Fig. 1: run 1, cells colored by class
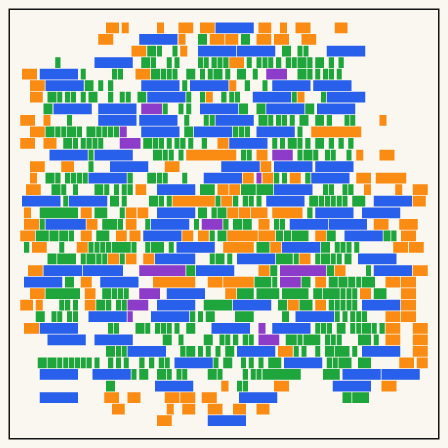
Fig. 2: run 1, cell density map
10 x 10 tiles, from white (low) to dark blue (high), 0 to 100% covered.
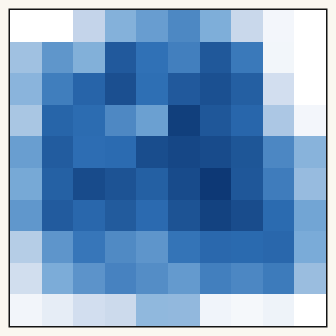
Fig. 3: run 1, cell outlines without signal wires
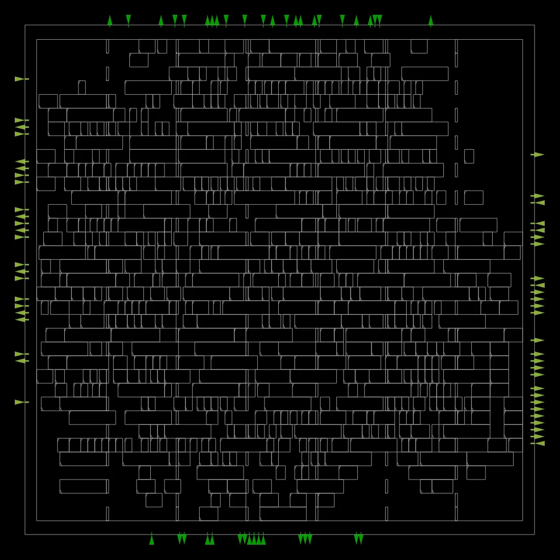
### src/rtl/flit_drain_pkg.sv
// Shared NoC definitions: flit type encodings, type-field position and drain/skid constants.
package flit_drain_pkg;

  // The flit type occupies the FLIT_TYPE_W most significant bits of every flit.
  localparam int FLIT_TYPE_W = 2;

  typedef enum logic [FLIT_TYPE_W-1:0] {
    FT_BODY   = 2'b00,
    FT_HEAD   = 2'b01,
    FT_TAIL   = 2'b10,
    FT_SINGLE = 2'b11
  } flit_type_e;

  typedef enum logic {
    ST_IDLE = 1'b0,
    ST_PKT  = 1'b1
  } drain_state_e;

  localparam int SKID_DEPTH = 2;
  localparam int SKID_OCC_W = 2;

endpackage

### src/rtl/flit_skid.sv
// Two-entry output FIFO; the head entry drives the output directly from registers.
module flit_skid
  import flit_drain_pkg::*;
#(
  parameter int DATA_WIDTH = 32
) (
  input  logic                  clk,
  input  logic                  rst_n,
  input  logic                  in_vld_i,
  output logic                  in_rdy_o,
  input  logic [DATA_WIDTH-1:0] in_dat_i,
  output logic                  out_vld_o,
  input  logic                  out_rdy_i,
  output logic [DATA_WIDTH-1:0] out_dat_o,
  output logic [SKID_OCC_W-1:0] occ_o
);

  logic [DATA_WIDTH-1:0] mem_q [SKID_DEPTH];
  logic                  wr_ptr_q;
  logic                  rd_ptr_q;
  logic [SKID_OCC_W-1:0] occ_q;
  logic [SKID_OCC_W-1:0] occ_d;
  logic                  push;
  logic                  pop;

  assign out_vld_o = (occ_q != '0);
  // A full skid can still take a flit in the same cycle its head leaves.
  assign in_rdy_o  = (occ_q != SKID_OCC_W'(SKID_DEPTH)) | out_rdy_i;
  assign push      = in_vld_i & in_rdy_o;
  assign pop       = out_vld_o & out_rdy_i;
  assign out_dat_o = mem_q[rd_ptr_q];
  assign occ_o     = occ_q;
  assign occ_d     = occ_q + SKID_OCC_W'(push) - SKID_OCC_W'(pop);

  always_ff @(posedge clk or negedge rst_n) begin
    if (!rst_n) begin
      mem_q[0] <= '0;
      mem_q[1] <= '0;
      wr_ptr_q <= 1'b0;
      rd_ptr_q <= 1'b0;
      occ_q    <= '0;
    end else begin
      if (push) begin
        mem_q[wr_ptr_q] <= in_dat_i;
        wr_ptr_q        <= ~wr_ptr_q;
      end
      if (pop) begin
        rd_ptr_q <= ~rd_ptr_q;
      end
      occ_q <= occ_d;
    end
  end

endmodule

### src/rtl/flit_drain.sv
// Drains flits from an upstream buffer through a 2-entry skid and checks packet framing.
// Reads are throttled so the one-cycle-late buffer data always has a free skid slot.
module flit_drain
  import flit_drain_pkg::*;
#(
  parameter int DATA_WIDTH = 32,
  parameter int CNT_WIDTH  = 16
) (
  input  logic                  clk,
  input  logic                  rst_n,
  input  logic                  buf_not_empty,
  output logic                  buf_rd_en,
  input  logic [DATA_WIDTH-1:0] buf_data,
  output logic [DATA_WIDTH-1:0] flit_out,
  output logic                  flit_valid,
  input  logic                  flit_ready,
  output logic                  in_pkt,
  output logic [CNT_WIDTH-1:0]  pkt_cnt,
  output logic                  err_proto,
  input  logic                  clr_err
);

  logic                  rd_arm_q;
  logic                  inflight_q;
  logic                  skid_in_rdy;
  logic [SKID_OCC_W-1:0] skid_occ;
  logic                  pop;
  logic [2:0]            budget;
  flit_type_e            ftype;
  drain_state_e          state_q, state_d;
  logic [CNT_WIDTH-1:0]  cnt_q, cnt_d;
  logic                  err_q, err_d;
  logic                  cnt_inc;
  logic                  err_set;

  assign pop    = flit_valid & flit_ready;
  // Slots committed after this edge: what the skid keeps plus the flit still returning.
  assign budget = {1'b0, skid_occ} + {2'b00, inflight_q} - {2'b00, pop};
  assign buf_rd_en = rd_arm_q & buf_not_empty & skid_in_rdy & (budget < 3'd2);

  // rd_arm_q holds reads off for the first cycle after reset release.
  always_ff @(posedge clk or negedge rst_n) begin
    if (!rst_n) begin
      rd_arm_q   <= 1'b0;
      inflight_q <= 1'b0;
    end else begin
      rd_arm_q   <= 1'b1;
      inflight_q <= buf_rd_en;
    end
  end

  flit_skid #(
    .DATA_WIDTH(DATA_WIDTH)
  ) u_skid (
    .clk       (clk),
    .rst_n     (rst_n),
    .in_vld_i  (inflight_q),
    .in_rdy_o  (skid_in_rdy),
    .in_dat_i  (buf_data),
    .out_vld_o (flit_valid),
    .out_rdy_i (flit_ready),
    .out_dat_o (flit_out),
    .occ_o     (skid_occ)
  );

  assign ftype = flit_type_e'(flit_out[DATA_WIDTH-1 -: FLIT_TYPE_W]);

  always_comb begin
    state_d = state_q;
    cnt_inc = 1'b0;
    err_set = 1'b0;
    if (pop) begin
      unique case (state_q)
        ST_IDLE: begin
          unique case (ftype)
            FT_HEAD:   state_d = ST_PKT;
            FT_SINGLE: cnt_inc = 1'b1;
            default:   err_set = 1'b1;
          endcase
        end
        ST_PKT: begin
          unique case (ftype)
            FT_BODY: state_d = ST_PKT;
            FT_TAIL: begin
              state_d = ST_IDLE;
              cnt_inc = 1'b1;
            end
            FT_HEAD: err_set = 1'b1;
            FT_SINGLE: begin
              state_d = ST_IDLE;
              err_set = 1'b1;
              cnt_inc = 1'b1;
            end
          endcase
        end
      endcase
    end
    cnt_d = cnt_q + CNT_WIDTH'(cnt_inc);
    // A new error outranks a simultaneous clear.
    err_d = err_set | (err_q & ~clr_err);
  end

  always_ff @(posedge clk or negedge rst_n) begin
    if (!rst_n) begin
      state_q <= ST_IDLE;
      cnt_q   <= '0;
      err_q   <= 1'b0;
    end else begin
      state_q <= state_d;
      cnt_q   <= cnt_d;
      err_q   <= err_d;
    end
  end

  assign in_pkt    = (state_q == ST_PKT);
  assign pkt_cnt   = cnt_q;
  assign err_proto = err_q;

endmodule

### config.mk
export PLATFORM = sky130hd
export DESIGN_NAME = flit_drain
export DESIGN_NICKNAME = d
export VERILOG_FILES = /design/src/rtl/flit_drain_pkg.sv /design/src/rtl/flit_skid.sv /design/src/rtl/flit_drain.sv
export SDC_FILE = /design/constraint.sdc
export NUM_CORES = 1
export LEC_CHECK = 0
export ABC_AREA = 1
export CORE_MARGIN = 2
export CORE_UTILIZATION = 46
export CTS_CLUSTER_SIZE = 8
export DETAILED_ROUTE_END_ITERATION = 16
export PLACE_DENSITY = 0.81
export SLEW_MARGIN = 10
export SYNTH_ARGS = -nofsm -noshare
export SYNTH_HDL_FRONTEND = slang
export SYNTH_HIERARCHICAL = 1
export SYNTH_SLANG_ARGS = --single-unit
### constraint.sdc
create_clock -name clk -period 2.1 [get_ports clk]
set_clock_uncertainty 0.15 [all_clocks]
set_input_delay 0.315 -clock clk [delete_from_list [all_inputs] [get_ports clk]]
set_output_delay 0.315 -clock clk [all_outputs]
set_load 0.005 [all_outputs]
==> results.tsv, run 1 <==
metric	value	unit
status	complete, but fails checks	
failed_checks	setup timing	
ys_cells	529	
vias	4118	
path_cells	inv_2, nand2_2, nand2_2, inv_2, ha_4, inv_2, nand2_2, fa_2, nand4_1, nor2_1, buf_2	
wl_met1	5.058	mm
synthToLayoutAreaGrowth	37.02	%
clockBufferCount	11	
end_kind	output port	
maxPowerGroup	combinational logic	
setup_violations	4	
dp_hpwl	7.282	mm
synth_cell_types	26	
grt_overflow	0	
drc	0	
async_flop_share	100.0	%
critPathTopFamily	adder cells	
placed_cell_area	5424	um2
p_seq	2760	uW
finalNetCount	690	
highest_layer	met4	
die_x	100.8	um
warning_count	30	
port_buffers	88	
grt.busiest_layer	met2	
seqPwrFrac	34.8	%
finalWorstSetupSlack	-0.5201	ns
irDropWorstVdd	823.0	uV
met2_usage	41.74	%
internal-power	4863	uW
cp_num_cells	11	
reg2reg_from	u_skid/rd_ptr_q$_DFFE_PN0P_	
fillers	741	
grt_max_degree	67	
clkTransAtPathRegs	0.08	ns
critPathKind	register to output port	
viasPerCell	5.411	
synth_cells	529	
About Fig. 1:
color	class	cells	share of their area
purple	clock drivers and dummy loads	15	3.5%
green	all other logic	407	35%
orange	other buffers and delay cells	140	23%
blue	flops	88	38%
total core area: 9153 um2
FP Rows: 35

About Fig. 2:
emptiest ninth of the die	top right
fullest tile	97%
densest ninth of the die	middle
mean over tiles	57%
tiles over 75% full	37%
FP Core Util: 47.08%
final core utilization: 64.51%

About Fig. 3:
non-filler cells in the finished layout: 761
Flops: 88
Tap Count: 111
Seq/total area: 37.36%

==> run 1 -> run 2 <==
--- a/config.mk
+++ b/config.mk
@@ -7,10 +7,13 @@
 export LEC_CHECK = 0
 export ABC_AREA = 1
 export CORE_MARGIN = 2
-export CORE_UTILIZATION = 46
+export CORE_UTILIZATION = 50
+export CTS_CLUSTER_DIAMETER = 120
 export CTS_CLUSTER_SIZE = 8
 export DETAILED_ROUTE_END_ITERATION = 16
-export PLACE_DENSITY = 0.81
+export DONT_BUFFER_PORTS = 1
+export GPL_TIMING_DRIVEN = 1
+export PLACE_DENSITY = 0.73
 export SLEW_MARGIN = 10
 export SYNTH_ARGS = -nofsm -noshare
 export SYNTH_HDL_FRONTEND = slang
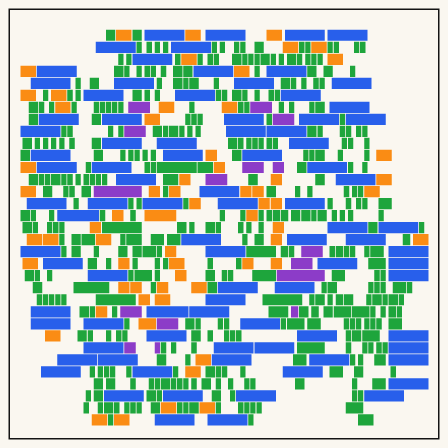
Fig. 4. Cells colored by class (run 2).
color	class	cells	share of their area
blue	flops	88	44%
purple	clock drivers and dummy loads	16	4.4%
green	all other logic	407	41%
orange	other buffers and delay cells	63	11%

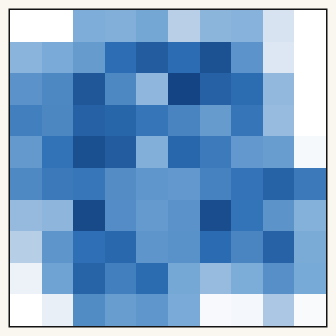
Fig. 5. Cell density map (run 2).
10 x 10 tiles, from white (low) to dark blue (high), 0 to 100% covered.
mean over tiles	54%
nearly empty tiles	7.0%
tiles over 75% full	21%
emptiest ninth of the die	top right
fullest tile	92%
total core area: 8299 um2
FP Core Util: 51.92%

==> run 2 against run 1 <==
Net effect:
- the flow finishes with violations (hold timing, setup timing)
- sequential cell count did not move
- worst hold slack got worse by 0.82 ns
- largest power group is now registers
- largest cell class unchanged
- design area fell by 12%
- highest routed layer unchanged
==> results.tsv, run 2 <==
metric	value	unit
routedWlPerCell	15.48	um
cp.required	1.63	ns
hold_violations	88	
maxPowerGroup	registers	
finalWorstSetupSlack	-0.4367	ns
setup_violations	1	
cap_viol_max_count	0	
dp_hpwl	6.526	mm
grt.busiest_layer	met2	
seqPwrFrac	40.7	%
crit_buf_inv	3	
reg2reg_from	u_skid/rd_ptr_q$_DFFE_PN0P_	
status	complete, but fails checks	
wl_met1	4.444	mm
fillers	703	
grt_max_degree	89	
vias	3730	
synth_cells	529	
p_switching	2685	uW
flop-count	88	
num_antenna_cells	0	
clockBufferCount	11	
failed_checks	hold timing, setup timing	
end_kind	output port	
final_cells	679	
synthToLayoutAreaGrowth	20.18	%
sh_comb_area	37.88	%
async_flop_share	100.0	%
ys_cells	529	
logic_area	1962	um2
path_cells	inv_2, nand2_2, nand2_2, inv_2, ha_4, inv_2, nand2_2, fa_2, nand4_1, nor2_2	
hold_ws	-0.4975	ns
drc	0	
met2_usage	37.50	%
grt_overflow	0	
place_congestion	0.8063	
synth_cell_types	26	
critPathTopFamily	adder cells	
irDropWorstVdd	671.5	uV
num_rows	33	
critPathKind	register to output port	
cp_num_cells	10	
internal-power	4029	uW
finalNetCount	613	
p_seq	2730	uW
warning_count	32	
viasPerCell	5.493	
p_sw_share	39.99	%
top_logic_kind	simple AND/OR/NAND/NOR gates	
clkTransAtPathRegs	0.09	ns
ant_nets	0	
die_x	96.84	um
placed_cell_area	4486	um2
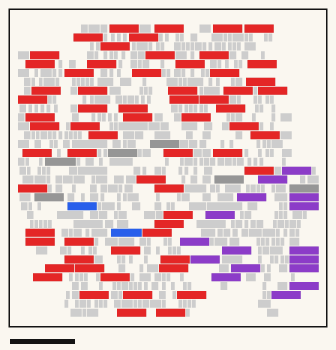
Fig. 6. Register map, names as in the netlist (run 2).
Scale bar: 20 um.
color	netlist name	placed flops
red	u_skid/mem_q	64
purple	pkt_cnt	16
blue	u_skid/occ_o	2
Seq/total area: 42.57%
final core utilization: 62.40%

==> run 2 -> run 3 <==
--- a/config.mk
+++ b/config.mk
@@ -19,3 +19,4 @@
 export SYNTH_HDL_FRONTEND = slang
 export SYNTH_HIERARCHICAL = 1
 export SYNTH_SLANG_ARGS = --single-unit
+export TNS_END_PERCENT = 5
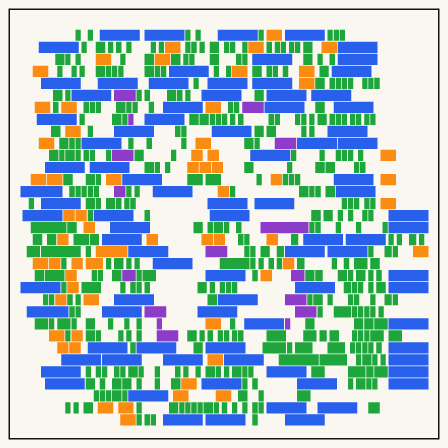
Fig. 7. Cells colored by class (run 3).
color	class	cells	share of their area
green	all other logic	407	40%
purple	clock drivers and dummy loads	16	3.9%
blue	flops	88	45%
orange	other buffers and delay cells	61	11%

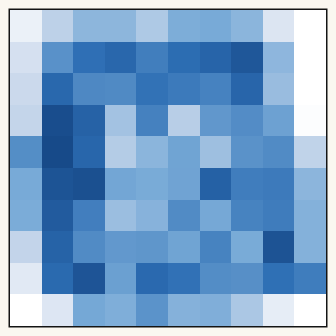
Fig. 8. Cell density map (run 3).
10 x 10 tiles, from white (low) to dark blue (high), 0 to 100% covered.
nearly empty tiles	6.0%
fullest tile	90%
emptiest ninth of the die	top right
mean over tiles	53%
densest ninth of the die	left middle

==> run 3 against run 2 <==
Net effect:
- the run still ends with hold timing, setup timing left
- critical path depth unchanged
- synthesized cell count unchanged
- area after synthesis unchanged
- utilization down 1.3 points
- count of clock-buffer cells in the layout up 1
- sequential power about the same
- largest cell class unchanged
- highest routed layer unchanged
==> results.tsv, run 3 <==
metric	value	unit
grt_overflow	0	
grt_antenna_before_repair	0	
drc	0	
final_cells	677	
warning_count	32	
cp_max_fo	2	
path_cells	inv_2, nand2_2, nand2_2, inv_2, ha_4, inv_2, nand2_2, fa_2, nand4_1, nor2_2	
topCellsByArea	dfrtp_1 (51%), nand2_1 (22%), nand4_1 (9.9%), buf_2 (2.6%), ha_1 (1.7%)	
hold_ws	-0.5017	ns
edf_count	0	
critPathKind	register to output port	
common_cells	nand2_1 (257), dfrtp_1 (88), nand4_1 (68)	
top_register	u_skid/mem_q	
postCtsSetupBuffers	4	
top_logic_kind	simple AND/OR/NAND/NOR gates	
ys_cells	529	
fillers	736	
p_leak	0.002619	uW
cts_sinks	88	
p_switching	2635	uW
setup_violations	2	
logic_area	1903	um2
drtPass1Iterations	4	
totalWireLength	10.34	mm
p_sw_share	40.86	%
vias	3656	
synth_nets	573	
taps	105	
maxPowerGroup	registers	
viasPerCell	5.400	
placed_cell_area	4468	um2
clockBufferCount	12	
finalNetCount	611	
synthToLayoutAreaGrowth	17.68	%
internal-power	3815	uW
dp_hpwl	6.429	mm
fp-utilization	51.92	%
status	complete, but fails checks	
place_congestion	0.8145	
grt_max_degree	89	
cp_num_cells	10	
met2_usage	37.82	%
routedWlPerCell	15.27	um
inverters	22	
sh_comb_area	37.53	%
clkTransAtPathRegs	0.09	ns
p_comb_share	40.0	%
finalWorstSetupSlack	-0.4148	ns
num_rows	33	
cp.required	1.63	ns
ant_nets	0	
die_h	96.84	um
reg2reg_from	u_skid/occ_o[1]$_DFF_PN0_	
flop-count	88	
wl_met1	4.438	mm
cap_viol_max_count	0	
hold_violations	88	
min_path_type	input port to asynchronous set/reset pin	
core_area	8299	um2
crit_buf_inv	3	
end_kind	output port	
port_buffers	0	
drtIter0Drc	197	
async_flop_share	100.0	%
crit_path_start_kind	register	
num_antenna_cells	0	
dpl_worst_slack	-0.1145	ns
critPathTopFamily	adder cells	
critPathLaunch	u_skid/occ_o[1]$_DFF_PN0_	
failed_checks	hold timing, setup timing	
syn-mean-instance-area	8.146	um2
highest_layer	met4	
power	6451	uW
irDropWorstVdd	942.7	uV
grt.busiest_layer	met2	
synth_cell_types	26	
synth_cells	529	
seqPwrFrac	42.4	%
die_x	96.84	um
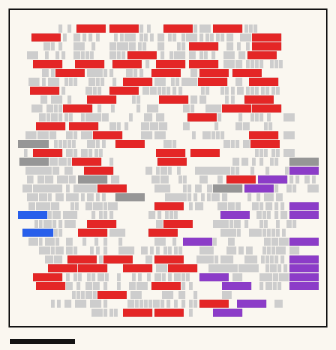
Fig. 9. Register map, names as in the netlist (run 3).
Scale bar: 20 um.
color	netlist name	placed flops
purple	pkt_cnt	16
blue	u_skid/occ_o	2
red	u_skid/mem_q	64
Seq power: 2730 uW
final core utilization: 61.10%
Seq. cell area: 2205 um2
Seq/total area: 43.47%


==> gallery <==
Signal wires on met3.
Scale bar: 20 um.
picture 1
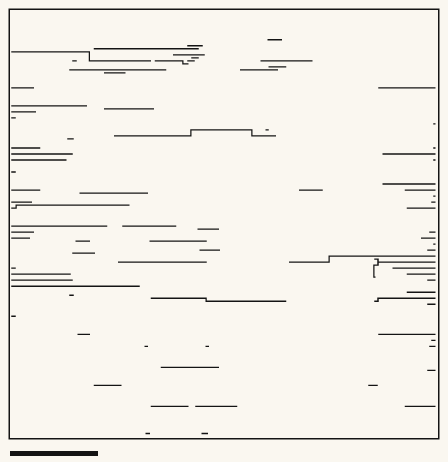
picture 2
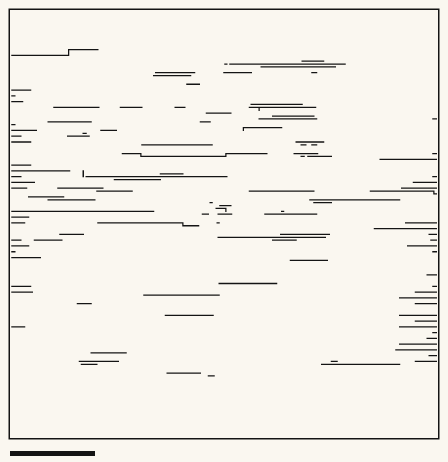
- picture 2 = run 1
- picture 1 = run 3

Key to picture 1:
nets with wire on the layer	68
main direction	horizontal
share of all routed wire	6.7%
longest straight run	28.8 um
wire length on this layer	695 um

No activity file was given, so power comes from the tool's default toggle rates.
